`src/rtl/apb_wait_slave.sv`:
```
// APB slave with a word-addressed register file and a fixed number of wait
// states per transfer. Two-state FSM (IDLE/ACCESS); all responses registered.
//
// Handshake: a transfer starts with a setup phase (PSEL=1, PENABLE=0) sampled
// in IDLE. The access phase holds PSEL=1 and PENABLE=1 until PREADY=1 is seen
// on a rising PCLK edge. That edge completes the transfer. PRDATA and PSLVERR
// are only meaningful while PREADY=1. Dropping PSEL during the access phase
// aborts the transfer and commits nothing.
module apb_wait_slave #(
  parameter int ADDWIDTH    = 8,
  parameter int DATAWIDTH   = 32,
  parameter int DEPTH       = 16,
  parameter int WAIT_CYCLES = 2
) (
  input  logic                   PCLK,
  input  logic                   PRESETn,
  input  logic                   PSEL,
  input  logic                   PENABLE,
  input  logic                   PWRITE,
  input  logic [ADDWIDTH-1:0]    PADDR,
  input  logic [DATAWIDTH-1:0]   PWDATA,
  input  logic [DATAWIDTH/8-1:0] PSTRB,
  output logic                   PREADY,
  output logic [DATAWIDTH-1:0]   PRDATA,
  output logic                   PSLVERR,
  output logic                   dbg_state
);

  localparam int NB   = DATAWIDTH / 8;
  localparam int IDXW = (DEPTH > 1) ? $clog2(DEPTH) : 1;

  typedef enum logic {
    IDLE   = 1'b0,
    ACCESS = 1'b1
  } state_t;

  state_t                state;
  logic [3:0]            cnt;
  logic [ADDWIDTH-1:0]   addr_l;
  logic                  wr_l;
  logic [DATAWIDTH-1:0]  wdata_l;
  logic [NB-1:0]         strb_l;
  logic                  err_l;

  logic [DATAWIDTH-1:0]  mem [DEPTH];

  logic                  setup;
  logic                  setup_err;
  logic [DATAWIDTH-1:0]  setup_rd;
  logic [DATAWIDTH-1:0]  acc_rd;
  logic                  complete;
  logic                  commit;

  // Out-of-range addresses are flagged at setup time and never touch storage.
  assign setup     = PSEL && !PENABLE;
  assign setup_err = (32'(PADDR) >= DEPTH);
  assign setup_rd  = (PWRITE || setup_err) ? '0 : mem[PADDR[IDXW-1:0]];
  assign acc_rd    = (wr_l || err_l) ? '0 : mem[addr_l[IDXW-1:0]];
  assign complete  = (state == ACCESS) && PSEL && PENABLE && PREADY;
  assign commit    = complete && wr_l && !err_l;
  assign dbg_state = state;

  // Transfer FSM: latches the request, counts wait states, drives responses.
  always_ff @(posedge PCLK or negedge PRESETn) begin
    if (!PRESETn) begin
      state   <= IDLE;
      cnt     <= '0;
      addr_l  <= '0;
      wr_l    <= 1'b0;
      wdata_l <= '0;
      strb_l  <= '0;
      err_l   <= 1'b0;
      PREADY  <= 1'b0;
      PRDATA  <= '0;
      PSLVERR <= 1'b0;
    end else begin
      case (state)
        IDLE: begin
          if (setup) begin
            state   <= ACCESS;
            addr_l  <= PADDR;
            wr_l    <= PWRITE;
            wdata_l <= PWDATA;
            strb_l  <= PSTRB;
            err_l   <= setup_err;
            cnt     <= 4'(WAIT_CYCLES);
            PREADY  <= (WAIT_CYCLES == 0);
            // With no wait states the response is due in the first access cycle.
            if (WAIT_CYCLES == 0) begin
              PSLVERR <= setup_err;
              PRDATA  <= setup_rd;
            end
          end
        end
        ACCESS: begin
          if (!PSEL) begin
            state   <= IDLE;
            PREADY  <= 1'b0;
            PSLVERR <= 1'b0;
            PRDATA  <= '0;
          end else if (PENABLE && !PREADY) begin
            cnt    <= cnt - 4'd1;
            PREADY <= (cnt == 4'd1);
            if (cnt == 4'd1) begin
              PSLVERR <= err_l;
              PRDATA  <= acc_rd;
            end
          end else if (PENABLE && PREADY) begin
            state   <= IDLE;
            PREADY  <= 1'b0;
            PSLVERR <= 1'b0;
            PRDATA  <= '0;
          end
        end
        default: state <= IDLE;
      endcase
    end
  end

  // Storage: cleared by reset, byte-merged write on a successful completion.
  always_ff @(posedge PCLK or negedge PRESETn) begin
    if (!PRESETn) begin
      for (int i = 0; i < DEPTH; i++) mem[i] <= '0;
    end else if (commit) begin
      for (int b = 0; b < NB; b++) begin
        if (strb_l[b]) mem[addr_l[IDXW-1:0]][8*b +: 8] <= wdata_l[8*b +: 8];
      end
    end
  end

endmodule

```
`config.mk`:
```
export PLATFORM = sky130hd
export DESIGN_NAME = apb_wait_slave
export DESIGN_NICKNAME = d
export VERILOG_FILES = /design/src/rtl/apb_wait_slave.sv
export SDC_FILE = /design/constraint.sdc
export NUM_CORES = 1
export LEC_CHECK = 0
export CORE_MARGIN = 5
export CORE_UTILIZATION = 62
export CTS_BUF_LIST = sky130_fd_sc_hd__clkbuf_4 sky130_fd_sc_hd__clkbuf_8
export DETAILED_ROUTE_END_ITERATION = 6
export GPL_TIMING_DRIVEN = 0
export PLACE_DENSITY_LB_ADDON = 0.25
export SLEW_MARGIN = 40
export SYNTH_ARGS = -nofsm -noshare
export SYNTH_HDL_FRONTEND = slang
export SYNTH_SLANG_ARGS = --single-unit
```
`constraint.sdc`:
```
create_clock -name PCLK -period 2.6 [get_ports PCLK]
set_input_delay 0.78 -clock PCLK [delete_from_list [all_inputs] [get_ports PCLK]]
set_output_delay 0.78 -clock PCLK [all_outputs]
set_load 0.05 [all_outputs]
```
==> run_1/met4.png <==
(2 px per um) Supply wires on this layer in gray.
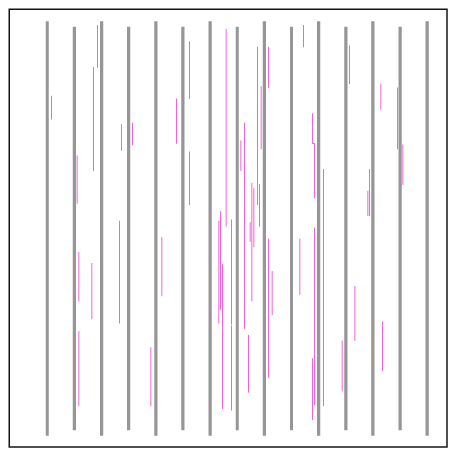
- share of all routed wire: 2.9%
- wire length on this layer: 1,770 um
- nets with wire on the layer: 27
- main direction: vertical
- longest straight run: 118 um

==> run_1/registers.png <==
(2 px per um)
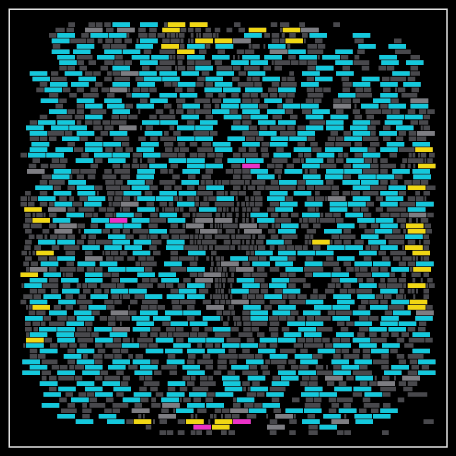
- magenta: strb_l (flops 4)
- cyan: mem (flops 512; where all over the die)
- yellow: PRDATA (flops 32; where all over the die)

==> run_1/final_congestion.png <==
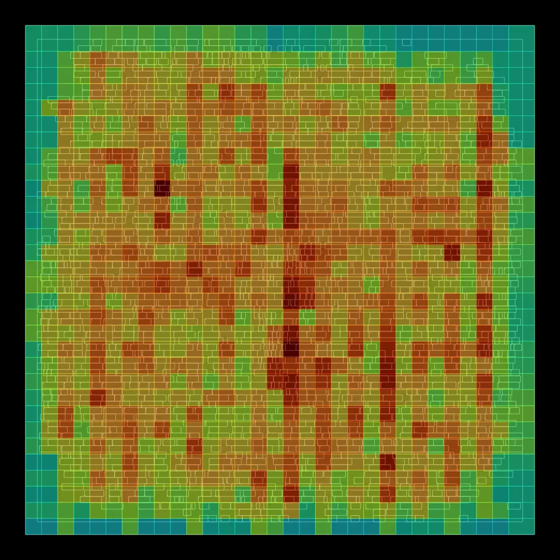
final core occ: 71.5%
overall fraction of global-route tracks in use: 27.1%

run 1: kinds of logic (layout without fill, tap and decap cells):
logic type | count (synthesis) | in the layout | share of synthesized area [%]
xor+xnor | 1 | 1 | 0.0326
buf+inv | 132 | 396 | 2.39
mux | 745 | 745 | 36.6
simple gates | 110 | 110 | 3.64
fa+ha+maj | 2 | 2 | 0.0932
compound gates | 82 | 82 | 1.95
flops | 593 | 593 | 55.3
run 1: stage by stage:
step / std cells / power, W / hold WS, ps / util, %
floorplan: 1665 / 0.0111 / 453 / -
global placement: 2333 / 0.0120 / 463 / 66.1
detailed placement: 2341 / 0.0121 / 474 / 66.7
CTS: 2512 / 0.0206 / 34.1 / 71.4
global route: 2514 / 0.0212 / 52.3 / 71.5
finish: 2514 / 0.0205 / 43.0 / 71.5
==> summary.txt, run 1 <==
The flow run is done. The cell sitting at the root of the clock tree is a clkbuf_8. According to the report, the first pass of detailed routing completed in 6 iterations. Ranking logic cells in the layout by count gives the top entries dfrtp_1 (593), mux2_2 (592), mux4_2 (128). Die boundary width landed at ~220 um. Once the floorplan was initialized, standard cells occupied around 62% of the core.

The post-route netlist has a little over half of its cells at a drive strength greater than 1. Number of antenna violations at the first check in global routing landed at 0. For reference, the critical path cell chain is clkdlybuf4s50_1 -> buf_2 -> nand4_4 -> nor2_2 -> mux2_2. OpenSTA lists the critical path endpoint as mem[121]. After synthesis, the design contains 1,665 cells according to Yosys. Number of sinks driven by the clock tree landed at between 500 and 600. Leakage dissipation landed at 14.8 nW.

As reported, the later end of the worst-skew pair has a clock insertion delay of 670 ps. Broken down by cell family, the worst path's largest delay share belongs to buffers and inverters. Count of cells resized by post-cts repair landed at 47. Among all stages on the critical path, the largest delay is contributed by nor2_2.

Global routing used 5.90% of the available met3 tracks. Post-place setup slack landed at -1070 ps. The main area contributors are dfrtp_1 (55%), mux2_2 (25%), mux4_2 (11%), nor2_4 (1.3%), mux2_1 (1.0%). The number of nets handed over by synthesis was ~1,700. Count of max-cap constraint violations landed at 0. STA lists the startpoint of the worst register-to-register path as addr_l[2].

Counting pins that exceed their max-slew limit in the final report gives 0. The synthesized design contains 0 enable-type register cells. In this run the power density over the cells is roughly 670 mW/mm^2. Gate count after technology mapping landed at 1,665. Logic area landed at 0.0114 mm^2. Number of sequential storage elements landed at 593. At the pin with the least slew margin, the transition time is 878 ps. Multi-input combinational gate total landed at around 940.

Final-report setup violation count landed at 16. The largest registers in the layout are mem (512), PRDATA (32), wdata_l (32). Met1 wire length landed at between 20,000 and 30,000 um. STA classifies the critical path endpoint as a flop. The largest part of the power goes to registers.

The net switching power in the latest report is 0.00539 W. Looking at the area split, the leading class of cells is registers. The floorplan step defined a core boundary enclosing 0.0430 mm^2. Across all layers, the routed design uses 15,300 vias. The flow measured a signed area growth from synthesis to layout of 14.6%. By startpoint and endpoint, the worst setup path is classified as primary input to flop. Note that the worst hold path type here is primary input to async pin.

Yosys reports that the most numerous cell types are dfrtp_1 (593), mux2_2 (592), mux4_2 (128), inv_1 (41), buf_1 (36). Number of nets still failing antenna checks after routing landed at 0. Detailed routing placed a total of 30,000 um of wire on met2. Buffer share of cell area landed at 5.08%. Sorting the Yosys area breakdown by cell type puts at the top dfrtp_1. The register with the most flip-flops in the layout has 512 of them. Final standard cell area without fillers landed at 0.0308 mm^2.

Across the whole layout, multi-input logic makes up 37.1% of the cell area. Area fraction of clock buffers and clock inverters landed at 6.72%. Met1 track demand over resource landed at about 38%. Post-placement cell area landed at 0.0287 mm^2. The layout has 168 clock buffers.

The first global-routing pass estimated 98,800 um of wire. Per the cell usage report, the commonest logic cell in the layout is dfrtp_1. According to the Yosys statistics, the synthesized design has a chip area of 0.0268 mm^2. Maximum number of pins on one net before global-route repair landed at around 80. Routed length per placed instance landed at 24.6 um. After clock tree synthesis, the clock-pin slew on the worst setup and hold paths is 60 ps. After global routing, the most crowded layer is met2. Proportion of netlist area held by the largest area contributor landed at 55.3%.

For the final routed database, the setup TNS stands at -296 ps. In this run the register-to-register setup slack is 50 ps. Combinational gate power landed at between 0.002 and 0.0025 W. Sequential share of cell area landed at 48.3%. Number of flip-flops and latches in the synthesized netlist landed at slightly below 600. Initial detailed-routing violation count landed at between 900 and 1,000. Setup repair after global routing left no endpoint under its margin. Across all stage logs, warnings added up to 27.

Number of antenna repair diodes landed at 0. Worst-case setup margin in the final layout landed at -33.0 ps. Count of synthesis-stage warnings from yosys landed at 0.

The endpoint identified for the worst register-to-register timing path is mem[453]. Looking at the clock tree report, the H-tree level count equals 3. Relative contribution of the clock network to total power landed at 41.5%. Vertical die dimension landed at 218 um. The checks that failed: setup timing. Minimum clock period after layout landed at approximately 2600 ps.

The flow ran to the end, but the final reports show violations. Switching fraction of total power landed at between 20% and 30%. The detailed router reported a total wirelength of 61,900 um. The total overflow left after global routing is 0. The congestion estimate from routability-driven global placement came to 0.788. Total die area landed at 0.0476 mm^2. Critical-path maximum fanout landed at 10. By instance count, the leading cell after synthesis is dfrtp_1.

Number of buffers added for setup after CTS landed at 0. Yosys reported that registers with async set or reset make up 100%. Worst slew margin relative to its limit landed at 41.5%. For met2 alone, demand over resource in global routing was between 40% and 50%. Internal portion of total power landed at 0.0151 W. The flow reports that combinational logic draws 11.1% of the design power.

Each instance of the synthesized netlist takes up on average 16.1 um^2. Leaving out the clock tree, the finished layout contains an inverter count of 41. According to the I/O placement log, the pin count is 84. Number of buffer cells added on primary ports landed at about 83. Power attributed to sequential cells is 0.00970 W.

Total half-perimeter wirelength after legalization and detailed placement landed at ~41,000 um. Total buffers and inverters traversed by the critical path landed at 2. OpenSTA lists the critical path startpoint as PENABLE. Total number of nets in the final design landed at 1,906. Total number of cells along the worst setup path landed at 5. The worst setup path is launched from a primary input.

In the routed design, unresolved DRC markers number 0. IR analysis of the VDD net gives a maximum drop of between 400 and 500 uV. Counting flops per register, the top entry is mem. Maximum operating frequency landed at 380 MHz. Detailed routing placed a total of 3580 um of wire on met3. Counting cells, the worst reg-to-reg path comes to 5.

Per the detail_route log, the uppermost layer with routed signals is met4. Register share after synthesis landed at 55.3%. Per the synth stats, the flop cell with the highest instance count is dfrtp_1.

Number of non-clock buffers in the layout landed at ~180. Maximum buffer depth of the clock tree landed at 3. For this run, the slowest stage of the critical path takes 700 ps. Per the detail_route report, vias per standard cell equal 6.10.

Number of clock buffers inserted by TritonCTS landed at 95. The via count of the first global-routing pass came to approximately 17,000. Dividing the final minimum period by the clock period gives 101%.

TritonCTS built the clock tree. Unique cell type count in the Yosys netlist landed at about 40. Per report_power, the Clock row totals between 0.008 and 0.009 W.

Per the layout area report, the register area comes to 0.0148 mm^2. Final-report hold violation count landed at 0. Post-cts hold-fix buffer tally landed at 0. Worst path arrival time landed at between 3000 and 4000 ps. Number of tapcells landed at approximately 590. According to the timing report, the data required time at the worst endpoint equals between 3000 and 4000 ps.

The synthesized netlist occupies a cell area of ~0.027 mm^2. Fill cell total of the finished layout landed at 2,878. Worst clock skew landed at 12.4 ps.
==> inputs of run 2 (changes only) <==
--- a/config.mk
+++ b/config.mk
@@ -5,6 +5,7 @@
 export SDC_FILE = /design/constraint.sdc
 export NUM_CORES = 1
 export LEC_CHECK = 0
+export CAP_MARGIN = 20
 export CORE_MARGIN = 5
 export CORE_UTILIZATION = 62
 export CTS_BUF_LIST = sky130_fd_sc_hd__clkbuf_4 sky130_fd_sc_hd__clkbuf_8
==> run_2/metal_stack.png <==
(2 px per um) Two of the layers only.
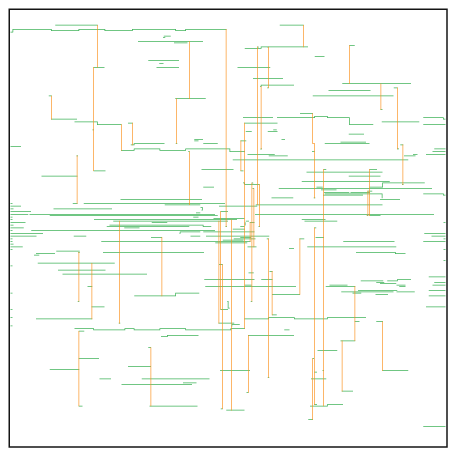
- orange: met4 (wire length 1,770 um)
- green: met3 (wire length 3,580 um)

==> run 2 against run 1 <==
The run still ends with setup timing left. Worst setup slack unchanged. Hold slack unchanged. Cell count unchanged. Synthesized area unchanged. Combinational power about the same. Utilization unchanged. Clock skew unchanged. Register-to-register slack about the same. Cell area unchanged. Sequential power about the same. Power unchanged. Critical path type unchanged.
==> summary.txt, run 2 <==
The flow run is done. TritonCTS built the clock tree. Looking at the reg2reg group, the worst path starts from addr_l[2]. For reference, the top cells by area after synthesis are dfrtp_1 (55%), mux2_2 (25%), mux4_2 (11%), nor2_4 (1.3%), mux2_1 (1.0%).

The total area inside the core boundary comes to 0.0430 mm^2. The report puts the hold buffer count at CTS at 0. The run finished, with violations left. The placement stage leaves a total instance area of 0.0287 mm^2.

Summing over the stages, the warning tally comes to 27. Total number of nets in the final design landed at 1,906. Number of clock buffers inserted by TritonCTS landed at 95. mem holds more flip-flops than any other register.

The final reports fail on setup timing. On met3, the global router reports a usage of 5.90%. Per the post-synthesis stats, the area per cell is 16.1 um^2.

The detailed placer reported the number of placed instances as roughly 2,300. Per the timing report, the biggest fanout along the worst path comes to 10. Dividing the detail-routed via count by the number of cells gives 6.10. According to the I/O placement log, the pin count is 84. Post-synthesis to final-layout area growth landed at 14.6%. For met2 alone, demand over resource in global routing was 43.3%. In the per-layer summary, the met1 wirelength comes to 26,600 um. Initial detailed-routing violation count landed at 934. The worst setup path is launched from a primary input. The launch point of the critical path was reported as PENABLE.

Final standard cell area without fillers landed at just over 0.03 mm^2. Entering global routing, the biggest net connects 80 pins. The worst hold path belongs to the class primary input to async pin.

Worst path arrival time landed at approximately 3200 ps. The commonest cells after synthesis are dfrtp_1 (593), mux2_2 (592), mux4_2 (128), inv_1 (41), buf_1 (36). Worst slew margin relative to its limit landed at 41.5%. Gate count after technology mapping landed at 1,665. Looking at the global route congestion table, the highest-usage layer is met2. Mux share of post-synthesis cell area landed at 36.6%. Fraction of registers with async set/reset landed at 100%. Flip-flop count of the largest register, all copies and words added landed at 512. Summing internal, switching and leakage power gives ~0.020 W. Maximum operating frequency landed at 380 MHz. Count of pins over their slew limit landed at 0. Looking at the setup timing report, the critical path kind is primary input to flop. Maximum buffer depth of the clock tree landed at 3. For this design, the sink count on the clock tree is 593. According to the dpl log, the detail-placed design has an HPWL of 41,100 um. Vertical die dimension landed at 218 um. For this run, the leading register cell type out of synthesis is dfrtp_1. The via count of the first global-routing pass came to 17,000.

Number of buffer cells added on primary ports landed at 83. Post-CTS timing repair inserted 0 buffers for setup. Setup repair after global routing left no endpoint under its margin. Share of synthesized cell area in and-or and or-and compound cells landed at 1.95%. Clock tree synthesis selected as its root buffer the cell clkbuf_8. The capture point of the worst register-to-register path is recorded as mem[453].

The detailed router placed 15,300 vias in this run. The final critical path takes up 101% of the cycle. Wire length on met2 landed at 30,000 um.

Across the routed clock network, the largest skew measured is 12.4 ps. In the layout the commonest cells are dfrtp_1 (593), mux2_2 (592), mux4_2 (128). Global routing used 38.0% of the available met1 tracks.

The post-route utilization of the core is recorded as 71.5%. Routability congestion estimate from global placement landed at 0.788. Counting flops with a built-in enable in the synthesized netlist gives 0.

For this run, the chip area from Yosys synthesis comes to 0.0268 mm^2. Unique cell type count in the Yosys netlist landed at roughly 40. The number of antenna violations at the first check in global routing was 0.

In the final report, the number of endpoints failing setup comes to 16. Nets still carrying antenna violations after routing amount to 0. TritonRoute reported its final design rule violation total as 0.

The skew report gives the latency at the later pin of the worst-skew pair as ~670 ps. For this run the top cell type by instance count after synthesis was dfrtp_1. In the final routed layout, each cell accounts on average for 24.6 um. Simple-gate area share of the yosys netlist landed at 3.64%. The largest registers in the layout are mem (512), PRDATA (32), wdata_l (32). First-pass iteration count of the detailed router landed at 6. Final hold slack landed at 43.0 ps. Leakage dissipation landed at around 15 nW. In the floorplan report the effective utilization is 62.5%. Slew at the pin closest to its max-slew limit landed at 878 ps. In the synthesized netlist, the dominant kind of combinational cell is multiplexers.

In the detailed route, the total length drawn on met3 is 3580 um. At the placement stage, the worst setup path has a slack of -1070 ps. Placement row count landed at between 70 and 80. The post-route netlist has 53.3% of its cells at a drive strength greater than 1. Arithmetic-cell share of the synthesized area counting full adders, half adders and majority gates landed at 0.0932%. Proportion of netlist area held by the largest area contributor landed at 55.3%. The registers of the reported paths see a clock transition of ~60 ps. dfrtp_1 takes more of the synthesized area than any other cell. The first global-routing pass estimated ~99,000 um of wire. Worst-case setup margin in the final layout landed at -33.0 ps. The number of nets in the synthesized netlist is between 1,500 and 2,000. Total die area landed at 0.0476 mm^2. Per STA, the endpoint of the critical path is mem[121]. The run reported a max-capacitance violation count of 0. After detailed routing, no signal wire sits above met4. Data required time at the worst endpoint landed at about 3200 ps. Final-report hold violation count landed at 0.

Counting only logic cells after layout, the most numerous master is dfrtp_1. Minimum clock period after layout landed at roughly 2600 ps. The worst setup path is captured at a flop.

Number of cell instances after yosys synthesis landed at 1,665. The count of cells in the finished layout, fillers not included, comes to about 2,500. CTS built an H-tree with a depth of 3. The worst-case IR drop observed on VDD is 457 uV.

Sequential elements use 55.3% of the synthesized area. After clock tree synthesis, the repair step resized 47 gates. Overall overflow remaining after global route landed at 0. The repair_antennas step left the layout with diodes totalling 0. Die boundary width landed at 218 um. Count of synthesis-stage warnings from yosys landed at 0. Per the summary, power density relative to cell area is 666 mW/mm^2.

The worst-case reg-to-reg setup slack stands at roughly 50 ps. Post-synthesis cell area landed at 0.0268 mm^2. Global routing used a little over a quarter of the available tracks.

For the worst flop-to-flop path, the logic depth is 5. Total wire length landed at 61,900 um. Area share of xor/xnor cells in the synthesized design landed at 0.0326%. Adding up every negative setup slack in the final design gives -296 ps. Yosys reported a register bit count of slightly below 600.
-- run 2: cell counts in the layout (fill, tap and decap cells not counted) --
No cell type changed its count.
-- run 2: final cells by class --
cell class | count | area (um^2)
Sequential cell | 593 | 14800
Fill cell | 2878 | 12200
Multi-Input combinational cell | 940 | 11400
Clock buffer | 168 | 2040
Timing Repair Buffer | 93 | 1050
Tap cell | 585 | 732
Buffer | 91 | 510
Inverter | 41 | 154
Clock inverter | 3 | 22.5
-- run 2: worst max-delay path, cell delays in order --
cell,delay [ps]
clkdlybuf4s50_1,660
buf_2,350
nand4_4,270
nor2_2,700
mux2_2,410
-- run 2: report_power, final --
group	internal, W	switching [W]
sequential	0.00939	0.000306
combinational	0.000808	0.00146
clock	0.00488	0.00362
total	0.0151	0.00539
==> run_2/registers.png <==
(2 px per um)
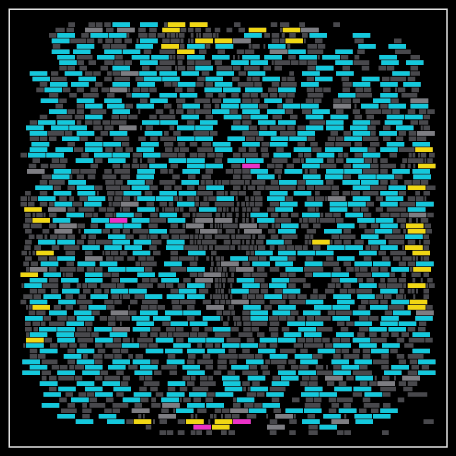

==> inputs of run 3 (changes only) <==
--- a/config.mk
+++ b/config.mk
@@ -12,6 +12,7 @@
 export DETAILED_ROUTE_END_ITERATION = 6
 export GPL_TIMING_DRIVEN = 0
 export PLACE_DENSITY_LB_ADDON = 0.25
+export SETUP_SLACK_MARGIN = 0.5
 export SLEW_MARGIN = 40
 export SYNTH_ARGS = -nofsm -noshare
 export SYNTH_HDL_FRONTEND = slang
==> run_3/registers.png <==
(2 px per um)
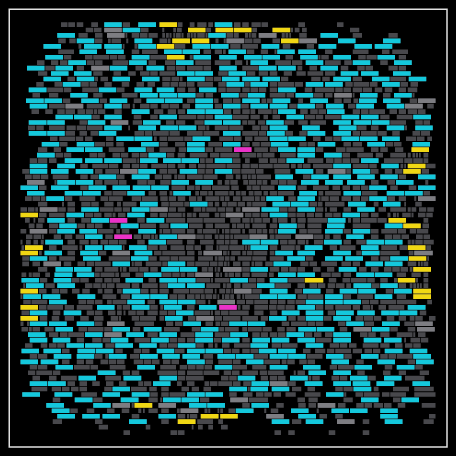
sequential cell area share: 44.7%
Reg area: 0.0148 mm^2

==> run 3 against run 2 <==
The run now ends clean. Fmax grew 15%. Critical path depth grew 3. Synthesized cell count stayed put. First-iteration DRC count rose by 35%. Clock-buffer cell count fell by 11. Die area unchanged. Non-clock buffer count rose by 107. Register-to-register slack better by 260 ps. Via count up 6.9%. Critical endpoint is now mem[191]. Largest cell class unchanged. Highest routed layer unchanged.
==> summary.txt, run 3 <==
The flow run is done. The run finished with clean final reports. Reg-to-reg setup timing slack landed at 310 ps. Non-filler instance count after layout landed at 2,630. Leakage dissipation landed at 15.8 nW. Sequential power share landed at 44.9%. The final timing report derives a shortest allowable period of approximately 2300 ps.

Row generation in the floorplan step produced 76 rows. Per STA, the library cell used most along the worst path is buf_4. For this design, the sink count on the clock tree is 593. Worst-case setup margin in the final layout landed at roughly 310 ps.

After synthesis the netlist holds a flip-flop and latch count of 593. Power attributed to sequential cells is 0.00973 W. Final-report setup violation count landed at 0. Residual DRC count landed at 0. Clock tree buffers and inverters occupy ~6.7% of the routed design's cell area. Worst-case vdd ir drop landed at 497 uV. In the final layout, the share of cells above drive strength 1 is about three fifths. Across all hold checks on the routed design, the worst slack comes to 483 ps. Combinational fraction of the cell area landed at 35.7%. The finished cells cover between 0.03 and 0.04 mm^2.

Global routing used 45.1% of the available met2 tracks. Fraction of registers with async set/reset landed at 100%. For this run, the slowest stage of the critical path takes 370 ps.

Entering global routing, the biggest net connects roughly 80 pins. Relative contribution of the clock network to total power landed at between 40% and 50%. Share of synthesized cell area in and-or and or-and compound cells landed at 1.95%. Setup total negative slack on the finished layout was measured at 0 ps.

In this run the remaining antenna-violating nets after routing total 0. In the finished design, the share of the clock period the worst path needs comes to 88.0%. Initial cell density of the core landed at a little over three fifths. Post-placement cell area landed at 0.0287 mm^2. Flip-flop count of the largest register, all copies and words added landed at about 510.

Global routing put the most usage on met2. The pre-antenna-repair detailed-routing pass consisted of 5 iterations. The largest individual stage delay along the critical path comes from the cell dfrtp_1. The OpenROAD report gives the critical path a data arrival time of 2830 ps. The number of different library cells used by synthesis comes to about 40.

Overall overflow remaining after global route landed at 0. Critical-path maximum fanout landed at 10. Detailed-route iteration 0 reported a violation count of 1,258.

In the global route stage, met1 resource usage came out at 39.3%. For reference, the top cells by area after synthesis are dfrtp_1 (55%), mux2_2 (25%), mux4_2 (11%), nor2_4 (1.3%), mux2_1 (1.0%). RePlAce ended its routability-driven mode at a weighted congestion of 0.778. Final design utilization landed at 77.3%.

Per the timing report, the most critical flop-to-flop path originates at addr_l[0]. The final layout report lists a clock buffer count of 157. CTS added clock buffers totalling 96. Fill cell total of the finished layout landed at 2,386. Power per unit of standard cell area landed at 653 mW/mm^2. Looking at the clock tree report, the maximum root-to-sink buffer count equals 3. Proportion of netlist area held by the largest area contributor landed at 55.3%. dfrtp_1 takes more of the synthesized area than any other cell. TritonCTS built the clock tree. Data required time at the worst endpoint landed at 3150 ps.

Count of synthesis-stage warnings from yosys landed at 0. Before any placement, the netlist area is recorded as 0.0268 mm^2. Counting cells, the worst reg-to-reg path comes to 8.

Post-place setup slack landed at -1040 ps. The synthesis stats list as the most numerous cell dfrtp_1. Buffers added to address setup during post-CTS repair amount to 60.

Wire length on met2 landed at 34,800 um. In the layout the tool counted multi-input logic cells amounting to roughly 940. Total buffers and inverters traversed by the critical path landed at 4. Count of inverters not on the clock network in the layout landed at 41. The registers reported with the highest flop counts are mem (512), PRDATA (32), wdata_l (32). After Yosys synthesis, and, or, nand and nor cells account for 3.64% of the synthesized area.

Buffer share of cell area landed at between 10% and 20%. The min-delay analysis places its worst path in the category flop to flop. Listed in order, past its start point the critical path passes buf_6 -> buf_4 -> nor2b_1 -> nand4_4 -> buf_8 -> nor2_4 -> buf_4 -> mux2_1. Register share after synthesis landed at 55.3%. Setup repair after global routing could not meet its margin everywhere. The capture point of the worst register-to-register path is recorded as mem[191]. Count of max-cap constraint violations landed at 0. Total die area landed at 0.0476 mm^2. Boundary pin count landed at 84. When the netlist entered floorplanning its net count stood at 1,716. Clock group total power landed at a little over 0.009 W.

Clock latency on the worst-skew pair, taken at its later pin, is 690 ps. Internal power comes to 0.0158 W. In this run, synthesis inferred 0 flip-flops with an integrated enable. Routed length per placed instance landed at 26.9 um.

After layout, the setup clock skew is reported as 27.7 ps. Mean instance size in the synthesized netlist landed at between 15 and 20 um^2.
run 3: cell types whose count changed in the layout (fill, tap and decap cells not counted), moves of 25 or more:
cell | previous run | this run
a22oi_1 | 33 | 4
nor2_4 | 32 | 59
nor2_2 | 25 | 0
buf_12 | 2 | 55
buf_4 | 4 | 77
a22oi_2 | 0 | 29
dlygate4sd2_1 | 35 | 2
run 3: worst max path at each step:
stage	cells past startpoint	startpoint	endpoint	slack (ps)
2_1_floorplan	5	PENABLE	mem[216]	510
3_3_place_gp	1	PRESETn	PREADY	-26390
3_5_place_dp	6	PENABLE	err_l	-1040
4_1_cts	5	addr_l[3]	mem[201]	360
5_1_grt	8	addr_l[0]	mem[191]	290
6_report	8	addr_l[0]	mem[191]	310

==> notes/layouts.md <==
Pictures saved along the way, in no particular order.

The metal 1 layer.
(2 px per um) Supply wires on this layer in gray. Cells faint in the background.
(a)
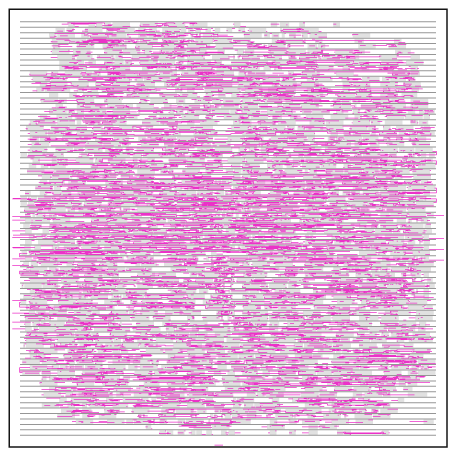
(b)
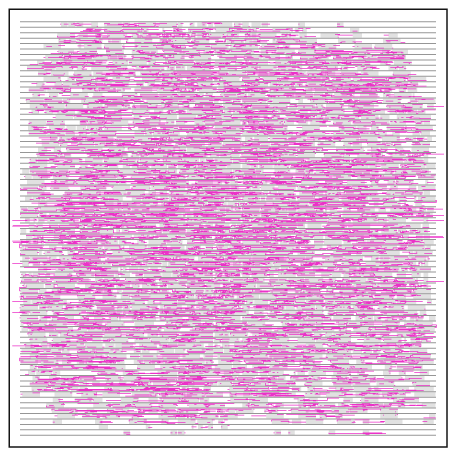
(a): run 2
(b): run 3

Key to (b):
- nets with wire on the layer: 1,926
- share of all routed wire: 40%
- main direction: horizontal
- wire length on this layer: 28.5 mm

No activity file was given, so power comes from the tool's default toggle rates.
